==> src/rtl/uart_sampled_rx.sv <==
// uart_sampled_rx: 16x oversampled UART receiver with 3-sample majority vote,
// framing/overrun detection and a valid/ready byte output.
// Optional parity support is compiled in with `define UART_RX_PARITY_EN, which
// adds parameter PARITY_ODD and output parity_err.
module uart_sampled_rx #(
   parameter int CLOCK_FREQ  = 100000000,
   parameter int BAUD_RATE   = 9600,
   parameter int DBIT        = 8,
   parameter int SYNC_STAGES = 2
`ifdef UART_RX_PARITY_EN
   ,
   parameter bit PARITY_ODD  = 1'b0
`endif
) (
   input  logic            clk,
   input  logic            rst,
   input  logic            rx,
   output logic [DBIT-1:0] rx_data,
   output logic            rx_valid,
   input  logic            rx_ready,
   output logic            rx_done_tick,
   output logic            frame_err,
   output logic            overrun_err,
`ifdef UART_RX_PARITY_EN
   output logic            parity_err,
`endif
   output logic            busy
);

   localparam int DIV_RAW = CLOCK_FREQ / (BAUD_RATE * 16);
   localparam int DIV     = (DIV_RAW < 1) ? 1 : DIV_RAW;
   localparam int TW      = (DIV > 1) ? $clog2(DIV) : 1;
   localparam int NW      = $clog2(DBIT);

   typedef enum logic [2:0] {
      S_IDLE,
      S_START,
      S_DATA,
`ifdef UART_RX_PARITY_EN
      S_PARITY,
`endif
      S_STOP,
      S_BREAK
   } state_t;

   logic [SYNC_STAGES-1:0] sync_q;
   logic                   rxs, rxs_prev_q;
   state_t                 state_q, state_d;
   logic [TW-1:0]          tcnt_q, tcnt_d;
   logic [3:0]             s_q, s_d;
   logic [NW-1:0]          n_q, n_d;
   logic                   v7_q, v7_d, v8_q, v8_d;
   logic [DBIT-1:0]        shreg_q, shreg_d;
   logic [DBIT-1:0]        data_q, data_d;
   logic                   valid_q, valid_d;
   logic                   done_q, done_d, ferr_q, ferr_d, ovr_q, ovr_d;
`ifdef UART_RX_PARITY_EN
   logic                   par_q, par_d, perr_q, perr_d;
`endif
   logic                   tick, fall, vote;

   assign rxs  = sync_q[SYNC_STAGES-1];
   assign tick = (tcnt_q == TW'(DIV - 1));
   assign fall = rxs_prev_q & ~rxs;
   // Majority of the samples taken at s=7, s=8 and the current one (s=9).
   assign vote = (v7_q & v8_q) | (v7_q & rxs) | (v8_q & rxs);

   // Input synchronizer and edge-detect history; idle-high preset avoids a false edge out of reset.
   always_ff @(posedge clk) begin
      if (rst) begin
         sync_q     <= '1;
         rxs_prev_q <= 1'b1;
      end else begin
         sync_q     <= {sync_q[SYNC_STAGES-2:0], rx};
         rxs_prev_q <= rxs;
      end
   end

   // Next-state logic: oversample timing, frame FSM, delivery and handshake.
   always_comb begin
      state_d = state_q;
      tcnt_d  = tick ? '0 : tcnt_q + TW'(1);
      s_d     = s_q;
      n_d     = n_q;
      v7_d    = v7_q;
      v8_d    = v8_q;
      shreg_d = shreg_q;
      data_d  = data_q;
      valid_d = valid_q;
      done_d  = 1'b0;
      ferr_d  = 1'b0;
      ovr_d   = 1'b0;
`ifdef UART_RX_PARITY_EN
      par_d   = par_q;
      perr_d  = 1'b0;
`endif
      if (valid_q && rx_ready) valid_d = 1'b0;
      if (tick) begin
         if (s_q == 4'd7) v7_d = rxs;
         if (s_q == 4'd8) v8_d = rxs;
         s_d = s_q + 4'd1;
      end
      case (state_q)
         S_IDLE: begin
            // Restart the tick divider so sample points sit relative to the start edge.
            if (fall) begin
               state_d = S_START;
               tcnt_d  = '0;
               s_d     = 4'd0;
            end
         end
         S_START: begin
            // The start bit is confirmed at s=9; DATA begins at the bit boundary so
            // the bit index only advances on data-bit boundaries.
            if (tick && s_q == 4'd9 && vote) begin
               state_d = S_IDLE;
            end else if (tick && s_q == 4'd15) begin
               state_d = S_DATA;
               n_d     = '0;
            end
         end
         S_DATA: begin
            if (tick && s_q == 4'd9) shreg_d[n_q] = vote;
            if (tick && s_q == 4'd15) begin
               if (n_q == NW'(DBIT - 1)) begin
`ifdef UART_RX_PARITY_EN
                  state_d = S_PARITY;
`else
                  state_d = S_STOP;
`endif
               end else begin
                  n_d = n_q + NW'(1);
               end
            end
         end
`ifdef UART_RX_PARITY_EN
         S_PARITY: begin
            if (tick && s_q == 4'd9) par_d = vote;
            if (tick && s_q == 4'd15) state_d = S_STOP;
         end
`endif
         S_STOP: begin
            if (tick && s_q == 4'd9) begin
               state_d = S_IDLE;
               if (!vote) begin
                  ferr_d  = 1'b1;
                  state_d = S_BREAK;
                  s_d     = 4'd0;
`ifdef UART_RX_PARITY_EN
               end else if (((^shreg_q) ^ par_q) != PARITY_ODD) begin
                  perr_d = 1'b1;
`endif
               end else if (!valid_q || rx_ready) begin
                  data_d  = shreg_q;
                  valid_d = 1'b1;
                  done_d  = 1'b1;
               end else begin
                  ovr_d = 1'b1;
               end
            end
         end
         S_BREAK: begin
            // s counts consecutive high ticks here; any low sample starts over.
            if (tick) begin
               if (!rxs) s_d = 4'd0;
               else if (s_q == 4'd15) state_d = S_IDLE;
            end
         end
         default: state_d = S_IDLE;
      endcase
   end

   // State and output registers.
   always_ff @(posedge clk) begin
      if (rst) begin
         state_q <= S_IDLE;
         tcnt_q  <= '0;
         s_q     <= '0;
         n_q     <= '0;
         v7_q    <= 1'b1;
         v8_q    <= 1'b1;
         shreg_q <= '0;
         data_q  <= '0;
         valid_q <= 1'b0;
         done_q  <= 1'b0;
         ferr_q  <= 1'b0;
         ovr_q   <= 1'b0;
`ifdef UART_RX_PARITY_EN
         par_q   <= 1'b0;
         perr_q  <= 1'b0;
`endif
      end else begin
         state_q <= state_d;
         tcnt_q  <= tcnt_d;
         s_q     <= s_d;
         n_q     <= n_d;
         v7_q    <= v7_d;
         v8_q    <= v8_d;
         shreg_q <= shreg_d;
         data_q  <= data_d;
         valid_q <= valid_d;
         done_q  <= done_d;
         ferr_q  <= ferr_d;
         ovr_q   <= ovr_d;
`ifdef UART_RX_PARITY_EN
         par_q   <= par_d;
         perr_q  <= perr_d;
`endif
      end
   end

   assign rx_data      = data_q;
   assign rx_valid     = valid_q;
   assign rx_done_tick = done_q;
   assign frame_err    = ferr_q;
   assign overrun_err  = ovr_q;
`ifdef UART_RX_PARITY_EN
   assign parity_err   = perr_q;
`endif
   assign busy         = (state_q != S_IDLE);

endmodule
==> config.mk <==
export PLATFORM = sky130hd
export DESIGN_NAME = uart_sampled_rx
export DESIGN_NICKNAME = d
export VERILOG_FILES = /design/src/rtl/uart_sampled_rx.sv
export SDC_FILE = /design/constraint.sdc
export NUM_CORES = 1
export LEC_CHECK = 0
export ABC_AREA = 1
export CAP_MARGIN = 10
export CORE_MARGIN = 4
export CORE_UTILIZATION = 57
export CTS_CLUSTER_SIZE = 24
export DETAILED_ROUTE_END_ITERATION = 12
export GPL_TIMING_DRIVEN = 1
export PLACE_DENSITY = 0.89
export RECOVER_POWER = 100
export SYNTH_ARGS = -nofsm -noshare
export SYNTH_HDL_FRONTEND = slang
export SYNTH_SLANG_ARGS = --single-unit
==> constraint.sdc <==
create_clock -name clk -period 1.8 [get_ports clk]
set_input_delay 0.36 -clock clk [delete_from_list [all_inputs] [get_ports clk]]
set_output_delay 0.36 -clock clk [all_outputs]
set_load 0.02 [all_outputs]
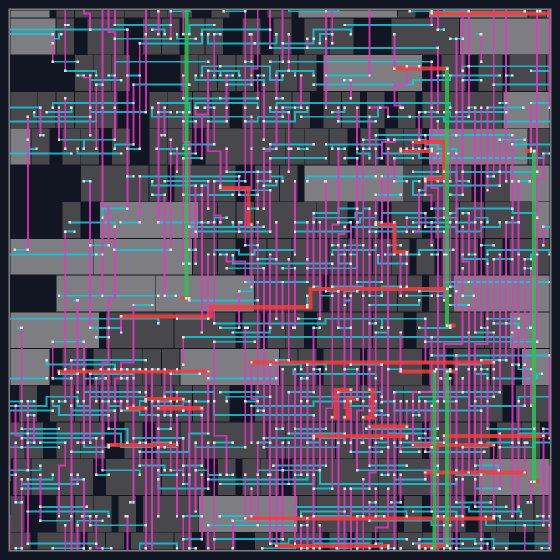
Figure 1: layout detail.
Window x 15 to 55, y 15 to 55 um. Cells in gray, sequential cells in the stronger gray; small squares are vias.
M1 -> cyan
M3 -> red
M4 -> green
M2 -> magenta
most frequent = nand2_1 (43), nor2_1 (26), inv_1 (24)
netlist names of flops here include = n_q (3), state_q (3), tcnt_q (3)
cells with their middle in the window = 190
sequential cells in the window = 14

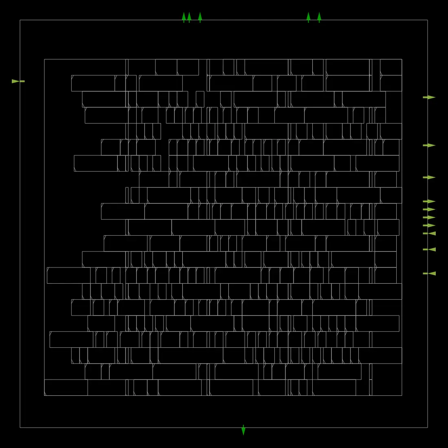
Figure 2: cell placement.
tapcell count: 46
flop count: 45
final cell count without fillers: 370
Fillers: 255

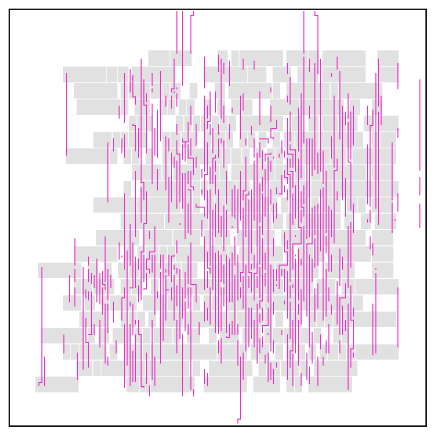
Figure 3: signal wires on met2.
Scale: 6 px per um. Cells faint in the background.
share of all routed wire = 50%
longest straight run = 24.1 um
wire length on this layer = 2350 um
main direction = vertical
nets with wire on the layer = 277

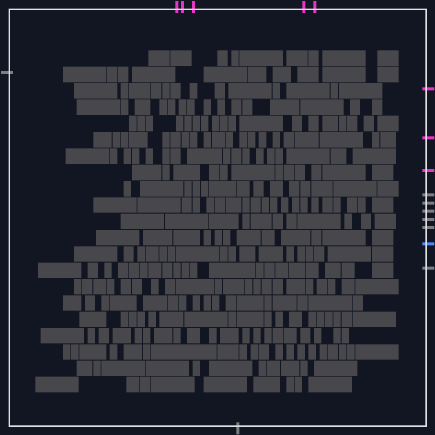
Figure 4: I/O pins on the die edge.
Scale: 6 px per um. Pins as bars across the die edge, other pins in gray.
rx -> blue  # pins 1, direction input, edge right
rx_data -> magenta  # pins 8, direction output, edge 5 top, 3 right
all pins by edge = 10 right, 5 top, 1 bottom, 1 left
IO buf count: 16
chip height: 69.2 um

## metrics by stage
| step | utilization (%) | hold WS, ns | area (um^2) |
|---|---|---|---|
| after floorplan | - | 0.389 | 2140 |
| after CTS | 72.2 | 0.446 | 2500 |
| after global placement | 68.9 | 0.395 | 2390 |
| after global routing | 74.7 | 0.459 | 2590 |
| final | 74.7 | 0.435 | 2590 |
| after detailed placement | 68.9 | 0.424 | 2390 |
## worst max-delay path, cell delays in order, from the launching register on
cell and delay [ns]:
dfxtp_1 0.37, inv_1 0.13, nand3_1 0.14, nor2_1 0.27, nand2_1 0.17, nor2_4 0.17
buf_4 0.16, o21ai_0 0.09, a21oi_1 0.18
## registers in the layout, indices dropped and copies added, names as in the netlist
name and flops:
sync_q 2, rx_done_tick 1, n_q 3, rx_valid 1
v7_q 1, overrun_err 1, s_q 4, rx_data 8
v8_q 1, state_q 3, rxs_prev_q 1, frame_err 1
tcnt_q 10, shreg_q 8
## worst paths after layout
check | to | cells past startpoint | slack [ns] | from
setup / recovery | rx_data[6]$_SDFFE_PP0P_ | 8 | 0.04 | state_q[2]$_SDFFE_PP0P_
hold / removal | sync_q[1]$_SDFF_PP1_ | 1 | 0.44 | sync_q[0]$_SDFF_PP1_
setup reg to reg | rx_data[6]$_SDFFE_PP0P_ | 8 | 0.04 | state_q[2]$_SDFFE_PP0P_
hold reg to reg | sync_q[1]$_SDFF_PP1_ | 1 | 0.44 | sync_q[0]$_SDFF_PP1_
## routing by layer
| metal | vias to the layer above | wire (um) | part of all wire [%] | track usage, % |
|---|---|---|---|---|
| met1 | 900 | 2000 | 42 | 23.3 |
| li1 | 990 | - | - | - |
| met3 | 15 | 249 | 5.3 | 5.07 |
| met4 | 0 | 134 | 2.8 | 5.42 |
| met5 | - | 0 | 0 | 0 |
| met2 | 71 | 2350 | 50 | 32.8 |
## what timing repair did
| action | CTS | global route |
|---|---|---|
| cloned | 0 | 0 |
| setup buffers | 0 | 3 |
| resized | 1 | 14 |
| setup endpoints to repair | 2 | 26 |
| endpoints found under the hold margin | 0 | 0 |
| pin swaps | 1 | 5 |
## Yosys cell counts (all sizes together)
library cell and count:
o2111ai 1, dfxtp 45, nand3 18, nor3 8
xor2 4, or2 2, buf 2, ha 7
a21oi 23, inv 48, a31oi 2, nand4 5
nor4 1, nor2 44, xnor2 1, o211ai 1
clkbuf 1, nand2 59, o21ai 21
## kinds of logic after synthesis
group / after synthesis / share of synthesized area [%]
adders and majority gates: 7 / 4.10
DFF: 45 / 42.2
xor gates and xnor gates: 5 / 2.05
and+or+nand+nor: 137 / 29.8
AOI/OAI and AO/OA: 48 / 12.6
buffers and inverters: 51 / 9.31
## power groups by stage
| stage | clock network [mW] | logic [mW] | registers, mW |
|---|---|---|---|
| after detailed placement | 0 | 0.678 | 1.10 |
| after CTS | 0.775 | 0.685 | 1.08 |
| final | 0.765 | 0.768 | 1.09 |
| after global placement | 0 | 0.659 | 1.10 |
| after global routing | 0.824 | 0.843 | 1.09 |
| after floorplan | 0 | 0.508 | 1.09 |
==> Slide: Implementation Results <==
Run Summary

Outcome
  • Status: finished clean

Global routing
  • All-layer global routing usage: 19.1%
  • Pin count of the biggest net entering global routing: 17
  • First-pass GRT wire length: 7.68 mm
  • Total gr overflow: 0
  • Vias in the first global route: 1762

Placed design
  • Worst slack, placed: -0.0412 ns
  • Placed insts: 359

Power
  • Cell Int Power: 1.72 mW
  • Switching power: 0.903 mW
  • Clock power share: 29.2%
  • Comb pwr share: 29.3%
  • Net Sw Frac: 34.5%
  • Sequential power share: 41.5%
  • Leak pwr: 1.13 nW

Layout
  • Synthesis-to-layout area growth: 21.2%
  • Buffers excl. clock: 26
  • Largest cell class: combinational gates
  • Top cells excl fill/tap: nand2_1, dfxtp_1, inv_1, nor2_1, a21oi_1
  • Clock buffer count: 5
  • Non-clk buf share: 9.42%
  • Nets: 334
  • Register fraction of the total cell area: 34.8%
  • MI comb area: 0.00109 mm^2
  • Share of cells above drive strength 1: 15.4%
  • Inverters excl. clock: 48

Critical path
  • CP startpoint kind: register
  • Crit path required time: 2.02 ns
  • Kind of end point of the critical path: register

STA
  • RSZ-0062 raised after global routing: true
  • Post-route setup slack: 0.0361 ns
  • Highest clock rate: 567 MHz
  • Hold Vio Cnt, Final: 0
  • Clk_skew: 0.00971 ns
  • # setup viols final: 0
  • Minimum clock period: 1.76 ns
  • Final TNS setup: 0 ns

Drt
  • Drt initial violations: 181
  • Final wirelength: 4.73 mm
  • ANT nets after route: 0
  • Detailed-route via count: 1976
  • Routed WL per cell: 12.8 um

Logic synthesis
  • Chip Area, Yosys: 0.00214 mm^2
  • Biggest area consumer among synthesized cells: dfxtp_1
  • Mapped Area: 0.00214 mm^2
  • Syn Area/Cell: 7.29 um^2
  • Synth top area share: 42.2%
  • Post-synth seq share: 42.2%
  • Yosys warnings: 0

Clock network
  • Reg clk slew, reported paths: 0.09 ns
  • H-tree depth: 2
  • Clock Path Buffers: 2

Die
  • IO Pins: 17
  • FP Core Util: 61.6%
  • # rows: 21
  • Die area: 0.00479 mm^2

Min path
  • Hold WC Path Type: register to register
Power and IR drop assume default switching activity.
